--- src/rtl/ddr_pkg.sv ---
// ddr_pkg: shared types and constants for the arrow step sequencer.
//   seq_state_t : sequencer FSM states (IDLE, PLAY, FLUSH, DONE)
//   COL_RESET   : column select value after reset
//   LEFT/DOWN/UP/RIGHT : bit positions of each arrow inside a 4-bit step
package ddr_pkg;

    typedef enum logic [1:0] {
        IDLE  = 2'd0,
        PLAY  = 2'd1,
        FLUSH = 2'd2,
        DONE  = 2'd3
    } seq_state_t;

    localparam logic [3:0] COL_RESET = 4'b0001;

    localparam int LEFT  = 3;
    localparam int DOWN  = 2;
    localparam int UP    = 1;
    localparam int RIGHT = 0;

endpackage

--- src/rtl/step_sequencer_if.sv ---
// step_sequencer_if: control and output bundle of the step sequencer.
//   start, pause        : level controls from the game logic
//   stepEn, inputStep   : beat strobe and the step bits that go with it
//   colEn               : one-hot arrow column select
//   stepCount           : song steps issued since the last start
//   playing, songDone   : status flags
//   state               : FSM state, exported for debug and checkers
//
// Handshake: stepEn is a one-cycle valid strobe with no ready. The consumer
// must capture inputStep in every cycle where stepEn is high; there is no
// back-pressure, so a missed strobe is a lost step.
interface step_sequencer_if #(
    parameter int SONG_LEN = 64
);
    import ddr_pkg::*;

    localparam int CW = $clog2(SONG_LEN + 1);

    logic          start;
    logic          pause;
    logic          stepEn;
    logic [3:0]    inputStep;
    logic [3:0]    colEn;
    logic [CW-1:0] stepCount;
    logic          playing;
    logic          songDone;
    seq_state_t    state;

    modport master (
        output start, pause,
        input  stepEn, inputStep, colEn, stepCount, playing, songDone, state
    );

    modport slave (
        input  start, pause,
        output stepEn, inputStep, colEn, stepCount, playing, songDone, state
    );

endinterface

--- src/rtl/step_rom.sv ---
// step_rom: song pattern ROM, SONG_LEN words of 4 bits, synchronous read.
//   clk  : clock
//   addr : word address; addresses at or beyond SONG_LEN read as 0
//   data : registered word, valid the cycle after addr is presented
// Contents come from SONG_INIT, word i in bits [4*i+3 : 4*i].
module step_rom #(
    parameter int                    SONG_LEN  = 64,
    parameter int                    AW        = 7,
    parameter logic [4*SONG_LEN-1:0] SONG_INIT = '0
) (
    input  logic          clk,
    input  logic [AW-1:0] addr,
    output logic [3:0]    data
);

    always_ff @(posedge clk) begin
        if (int'(addr) < SONG_LEN) begin
            data <= SONG_INIT[4*int'(addr) +: 4];
        end else begin
            data <= 4'b0000;
        end
    end

endmodule

--- src/rtl/step_sequencer.sv ---
// step_sequencer: plays the song ROM one step per beat, then issues blank
// flush beats so every note scrolls off the display, and rotates the
// one-hot column select for the LED arrow matrix.
//   clk, reset : clock, synchronous active-high reset
//   bus        : step_sequencer_if slave (start/pause in, step stream and
//                status out)
module step_sequencer
    import ddr_pkg::*;
#(
    parameter int                    BEAT_CYCLES = 1_000_000,
    parameter int                    SCAN_CYCLES = 1000,
    parameter int                    SONG_LEN    = 64,
    parameter int                    FLUSH_BEATS = 8,
    parameter logic [4*SONG_LEN-1:0] SONG_INIT   = '0
) (
    input  logic            clk,
    input  logic            reset,
    step_sequencer_if.slave bus
);

    localparam int BW = $clog2(BEAT_CYCLES);
    localparam int SW = (SCAN_CYCLES > 1) ? $clog2(SCAN_CYCLES) : 1;
    localparam int CW = $clog2(SONG_LEN + 1);
    localparam int FW = $clog2(FLUSH_BEATS + 1);

    localparam logic [BW-1:0] BEAT_LAST  = BW'(BEAT_CYCLES - 1);
    localparam logic [SW-1:0] SCAN_LAST  = SW'(SCAN_CYCLES - 1);
    localparam logic [CW-1:0] SONG_LAST  = CW'(SONG_LEN - 1);
    localparam logic [FW-1:0] FLUSH_LAST = FW'(FLUSH_BEATS - 1);

    seq_state_t    state, state_next;
    logic [BW-1:0] beat_cnt;
    logic [SW-1:0] scan_cnt;
    logic [3:0]    col_en;
    logic [CW-1:0] step_count;
    logic [CW-1:0] step_addr_next;
    logic [FW-1:0] flush_cnt;
    logic [3:0]    rom_data;
    logic          active;
    logic          beat_tick;
    logic          start_go;

    assign active   = (state == PLAY) || (state == FLUSH);
    // Pause wins over terminal count; reset also masks the strobe so no
    // pulse escapes in the cycle reset is applied.
    assign beat_tick = active && !bus.pause && !reset && (beat_cnt == BEAT_LAST);
    assign start_go  = ((state == IDLE) || (state == DONE)) && bus.start;

    // FSM: state register
    always_ff @(posedge clk) begin
        if (reset) begin
            state <= IDLE;
        end else begin
            state <= state_next;
        end
    end

    // FSM: next state
    always_comb begin
        state_next = state;
        case (state)
            IDLE:  if (bus.start) state_next = PLAY;
            PLAY:  if (beat_tick && step_count == SONG_LAST) state_next = FLUSH;
            FLUSH: if (beat_tick && flush_cnt == FLUSH_LAST) state_next = DONE;
            DONE:  if (bus.start) state_next = PLAY;
            default: state_next = IDLE;
        endcase
    end

    // Beat counter and step/flush counters. The beat counter wraps on the
    // last song pulse, so it already starts FLUSH at 0.
    always_ff @(posedge clk) begin
        if (reset) begin
            beat_cnt   <= '0;
            step_count <= '0;
            flush_cnt  <= '0;
        end else if (start_go) begin
            beat_cnt   <= '0;
            step_count <= '0;
            flush_cnt  <= '0;
        end else if (active && !bus.pause) begin
            beat_cnt <= beat_tick ? '0 : beat_cnt + 1'b1;
            if (beat_tick && state == PLAY) begin
                step_count <= step_count + 1'b1;
            end
            if (beat_tick && state == FLUSH) begin
                flush_cnt <= flush_cnt + 1'b1;
            end
        end
    end

    // The ROM is fed the value the step address takes on this edge, so its
    // registered output always holds rom[step address] and only moves on a
    // start or a PLAY pulse edge.
    always_comb begin
        step_addr_next = step_count;
        if (start_go) begin
            step_addr_next = '0;
        end else if (beat_tick && state == PLAY) begin
            step_addr_next = step_count + 1'b1;
        end
    end

    step_rom #(
        .SONG_LEN (SONG_LEN),
        .AW       (CW),
        .SONG_INIT(SONG_INIT)
    ) u_rom (
        .clk (clk),
        .addr(step_addr_next),
        .data(rom_data)
    );

    // Column scan: free-running, independent of the FSM and of pause.
    always_ff @(posedge clk) begin
        if (reset) begin
            scan_cnt <= '0;
            col_en   <= COL_RESET;
        end else if (scan_cnt == SCAN_LAST) begin
            scan_cnt <= '0;
            col_en   <= {col_en[2:0], col_en[3]};
        end else begin
            scan_cnt <= scan_cnt + 1'b1;
        end
    end

    // FSM: outputs
    always_comb begin
        bus.stepEn    = beat_tick;
        bus.inputStep = (state == PLAY) ? rom_data : 4'b0000;
        bus.colEn     = col_en;
        bus.stepCount = step_count;
        bus.playing   = active;
        bus.songDone  = (state == DONE);
        bus.state     = state;
    end

endmodule

--- src/flat_wrapper.sv ---
// flat-port wrapper written by rule: the top's interface ports become plain ports
module step_sequencer_flat import ddr_pkg::*;
#(
    parameter int                    BEAT_CYCLES = 1_000_000,
    parameter int                    SCAN_CYCLES = 1000,
    parameter int                    SONG_LEN    = 64,
    parameter int                    FLUSH_BEATS = 8,
    parameter logic [4*SONG_LEN-1:0] SONG_INIT   = '0
)
  (clk, reset, bus_start, bus_pause, bus_stepEn, bus_inputStep, bus_colEn, bus_stepCount, bus_playing, bus_songDone, bus_state);
  step_sequencer_if #(.SONG_LEN(SONG_LEN)) bus_i ();
  input  logic clk;
  input  logic reset;
  input wire logic [$bits(bus_i.start)-1:0] bus_start;
  input wire logic [$bits(bus_i.pause)-1:0] bus_pause;
  output wire logic [$bits(bus_i.stepEn)-1:0] bus_stepEn;
  output wire logic [$bits(bus_i.inputStep)-1:0] bus_inputStep;
  output wire logic [$bits(bus_i.colEn)-1:0] bus_colEn;
  output wire logic [$bits(bus_i.stepCount)-1:0] bus_stepCount;
  output wire logic [$bits(bus_i.playing)-1:0] bus_playing;
  output wire logic [$bits(bus_i.songDone)-1:0] bus_songDone;
  output wire logic [$bits(bus_i.state)-1:0] bus_state;
  assign bus_i.start = bus_start;
  assign bus_i.pause = bus_pause;
  assign bus_stepEn = bus_i.stepEn;
  assign bus_inputStep = bus_i.inputStep;
  assign bus_colEn = bus_i.colEn;
  assign bus_stepCount = bus_i.stepCount;
  assign bus_playing = bus_i.playing;
  assign bus_songDone = bus_i.songDone;
  assign bus_state = bus_i.state;
  step_sequencer #(.BEAT_CYCLES(BEAT_CYCLES), .SCAN_CYCLES(SCAN_CYCLES), .SONG_LEN(SONG_LEN), .FLUSH_BEATS(FLUSH_BEATS), .SONG_INIT(SONG_INIT)) u_core (.clk(clk), .reset(reset), .bus(bus_i));
endmodule
--- config.mk ---
export PLATFORM = sky130hd
export DESIGN_NAME = step_sequencer_flat
export DESIGN_NICKNAME = d
export VERILOG_FILES = /design/src/rtl/ddr_pkg.sv /design/src/rtl/step_sequencer_if.sv /design/src/rtl/step_rom.sv /design/src/rtl/step_sequencer.sv /design/src/flat_wrapper.sv
export SDC_FILE = /design/constraint.sdc
export NUM_CORES = 1
export LEC_CHECK = 0
export CORE_MARGIN = 2
export CORE_UTILIZATION = 40
export DETAILED_ROUTE_END_ITERATION = 6
export HOLD_SLACK_MARGIN = 0.05
export PLACE_DENSITY = 0.63
export SKIP_CTS_REPAIR_TIMING = 1
export SYNTH_ARGS = -nofsm -noshare
export SYNTH_HDL_FRONTEND = slang
export SYNTH_HIERARCHICAL = 1
export SYNTH_SLANG_ARGS = --single-unit
--- constraint.sdc ---
create_clock -name clk -period 2.1 [get_ports clk]
set_input_delay 0.315 -clock clk [delete_from_list [all_inputs] [get_ports clk]]
set_output_delay 0.315 -clock clk [all_outputs]
set_load 0.02 [all_outputs]
==> run summary <==
yosys + openroad results -> length of the first detailed-routing pass in iterations=4, Detailed Place HPWL=~3 mm, Routed Wire Length=about 4.0 mm, clk latency late pin=0.30 ns, most used routing layer in global routing=met2, number of antenna violations at the first check in global routing=0, area overhead of the layout relative to synthesis=24.3%, CTS tree=built, largest driver fanout on the critical path=3, clk slew on worst S/H paths=0.09 ns, worst path required time=1.78 ns, Finished Cell Area=2770 sq um, proportion of power drawn by flip-flops and latches=~42%, overflow left after global routing=0, cell area after synthesis=roughly 2200 sq um, tool warnings=30, switching share of power=29.7%, count of endpoints failing setup in the final report=3, cells along the critical path=or4b_4, nor4_4, nand2_1, inv_1, clkbuf_2, count of H-tree levels built during CTS=2, clock sink count=47, Final Hold Viols=0, die boundary height=78.6 um, GRT met2 Usage=21.9%, routed length on met1=2.02 mm, post-layout worst setup margin=-0.0287 ns, worst-case vdd ir drop=0.000595 V, cell depth of the worst min-delay path=1, core occupancy in the finished layout=between 50% and 60%, floorplan die area=6180 sq um, post-layout period usage=101%, Std-Cell Core Area=~5400 sq um, Cells after Synth=~260, Final nets=307, result of the run=complete, but fails checks, violated checks=setup timing, Cell Pwr Density=roughly 800 nW/um^2, Routed met2 length=1.82 mm, Top Layer Used=met4, largest incremental delay on the critical path=0.54 ns, initial detailed-routing violation count=approximately 64, upper clock frequency limit=0.470 GHz, synthesized area per cell=roughly 8.7 sq um, combinational fraction of design power=a little over a quarter, number of clock buffers inserted by TritonCTS=5, Clk Tree Root Cell=sky130_fd_sc_hd__clkbuf_8, via count of the first global-routing pass=1530, met3 routed wirelength=133 um, arrival time worst endpoint=about 1.8 ns, instance area at placement=approximately 2600 sq um, reg2reg path depth=6, Via-to-Cell Ratio=4.82, met1 Use GR=between 10% and 20%, final critical path time including I/O delays and setup=between 2 and 2.5 ns, leakage power of the design=1.05 nW, I/O Buffers=19, placement row count=27, startpoint types=flop, internal power=about 0.0016 W, Syn. warnings=6, I/O pin cnt=24, commonest cells after routing, fill and taps aside=sky130_fd_sc_hd__nor2_1 (46), sky130_fd_sc_hd__dfxtp_1 (44), sky130_fd_sc_hd__buf_4 (23), sky130_fd_sc_hd__xnor2_1 (18), sky130_fd_sc_hd__clkdlybuf4s50_1 (17), PnR Total Power=0.00223 W, antenna violation net count after detailed routing=0, DP Worst Slack=-0.167 ns, largest net degree at the start of global routing=18, Clock Skew=about 0.0076 ns, max cap viols=0, initial core utilization=roughly two fifths, Worst Hold Margin=0.449 ns, M3 GR Usage=under 10%
-- cell type report --
class	instances	area (sq um)	area share [%]
multi-input cells	188	1210	43.7
flip-flops and latches	47	945	34.1
repair buffers	42	360	13.0
well taps	72	90.1	3.26
clock buffers	6	82.6	2.99
inverters	12	45.0	1.63
clock inverters	2	35.0	1.27
-- stage by stage --
step	setup TNS, ns	instances
after floorplan	-0.0142	259
after global placement	-0.161	360
after detailed placement	-0.176	360
after CTS	-0.646	368
after global routing	-0.249	369
final	-0.0590	369
-- power groups by stage --
| stage | Clock (W) | Combinational (W) | Sequential, W |
|---|---|---|---|
| floorplan | 0 | 0.000362 | 0.000993 |
| global placement | 0 | 0.000590 | 0.000964 |
| detailed placement | 0 | 0.000598 | 0.000964 |
| CTS | 0.000712 | 0.000599 | 0.000943 |
| global route | 0.000743 | 0.000662 | 0.000947 |
| finish | 0.000684 | 0.000599 | 0.000942 |
-- critical path: cells and delay by family, from the launching register on --
kind	cells	cell delay, ns
DFF	1	0.32
buffers and inverters	2	0.22
and+or+nand+nor	3	0.98
-- sequential cells by signal, indices dropped and copies added (netlist names) --
signal	cells
u_core/beat_cnt	20
u_core/bus.colEn	4
u_core/bus.state	2
u_core/bus.stepCount	7
u_core/flush_cnt	4
u_core/scan_cnt	10
-- worst paths after layout --
check / from / slack [ns] / endpoint
max: u_core/beat_cnt[7]$_SDFFE_PP0N_ / -0.03 / bus_stepEn
min: u_core/scan_cnt[0]$_SDFF_PP0_ / 0.45 / u_core/scan_cnt[0]$_SDFF_PP0_
max reg2reg: u_core/beat_cnt[7]$_SDFFE_PP0N_ / -0.02 / u_core/bus.state[0]$_SDFFE_PP0P_
min reg2reg: u_core/scan_cnt[0]$_SDFF_PP0_ / 0.45 / u_core/scan_cnt[0]$_SDFF_PP0_
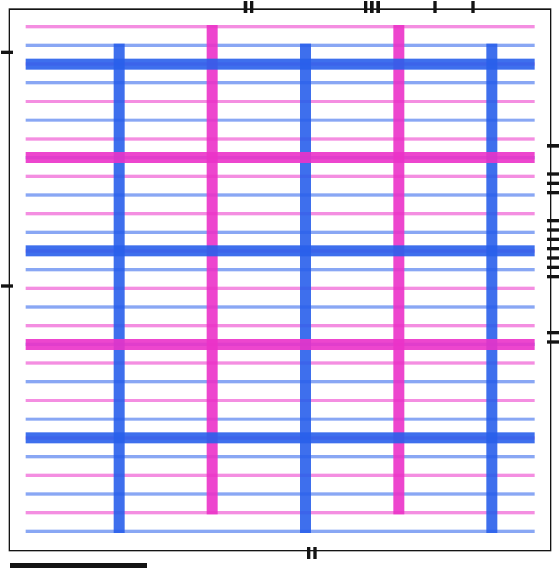
*PDN straps and rails*
The bar under the picture is 20 um long. Pins as bars on the die edge.
[blue] VSS
[magenta] VDD
met4 straps: 5
met1 rails: 28

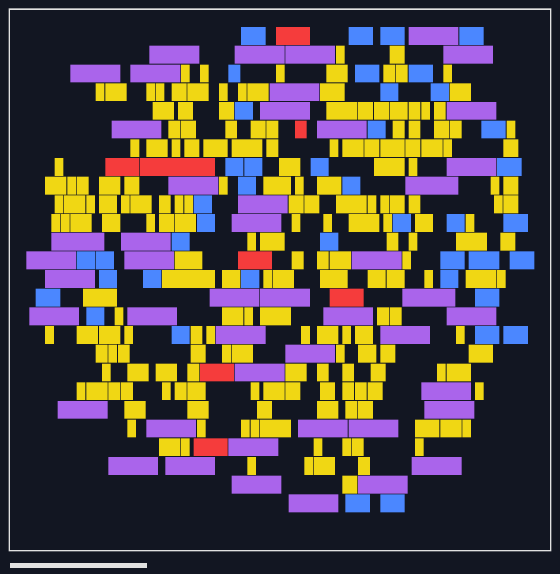
*Cell classes on the final placement*
The bar under the picture is 20 um long.
[blue] other buffers and delay cells | cells: 42 | share of their area: 13%
[red] clock drivers and dummy loads | cells: 8 | share of their area: 4.4%
[purple] flip-flops | cells: 47 | share of their area: 35%
[yellow] all other logic | cells: 200 | share of their area: 47%

Power and IR drop assume default switching activity.
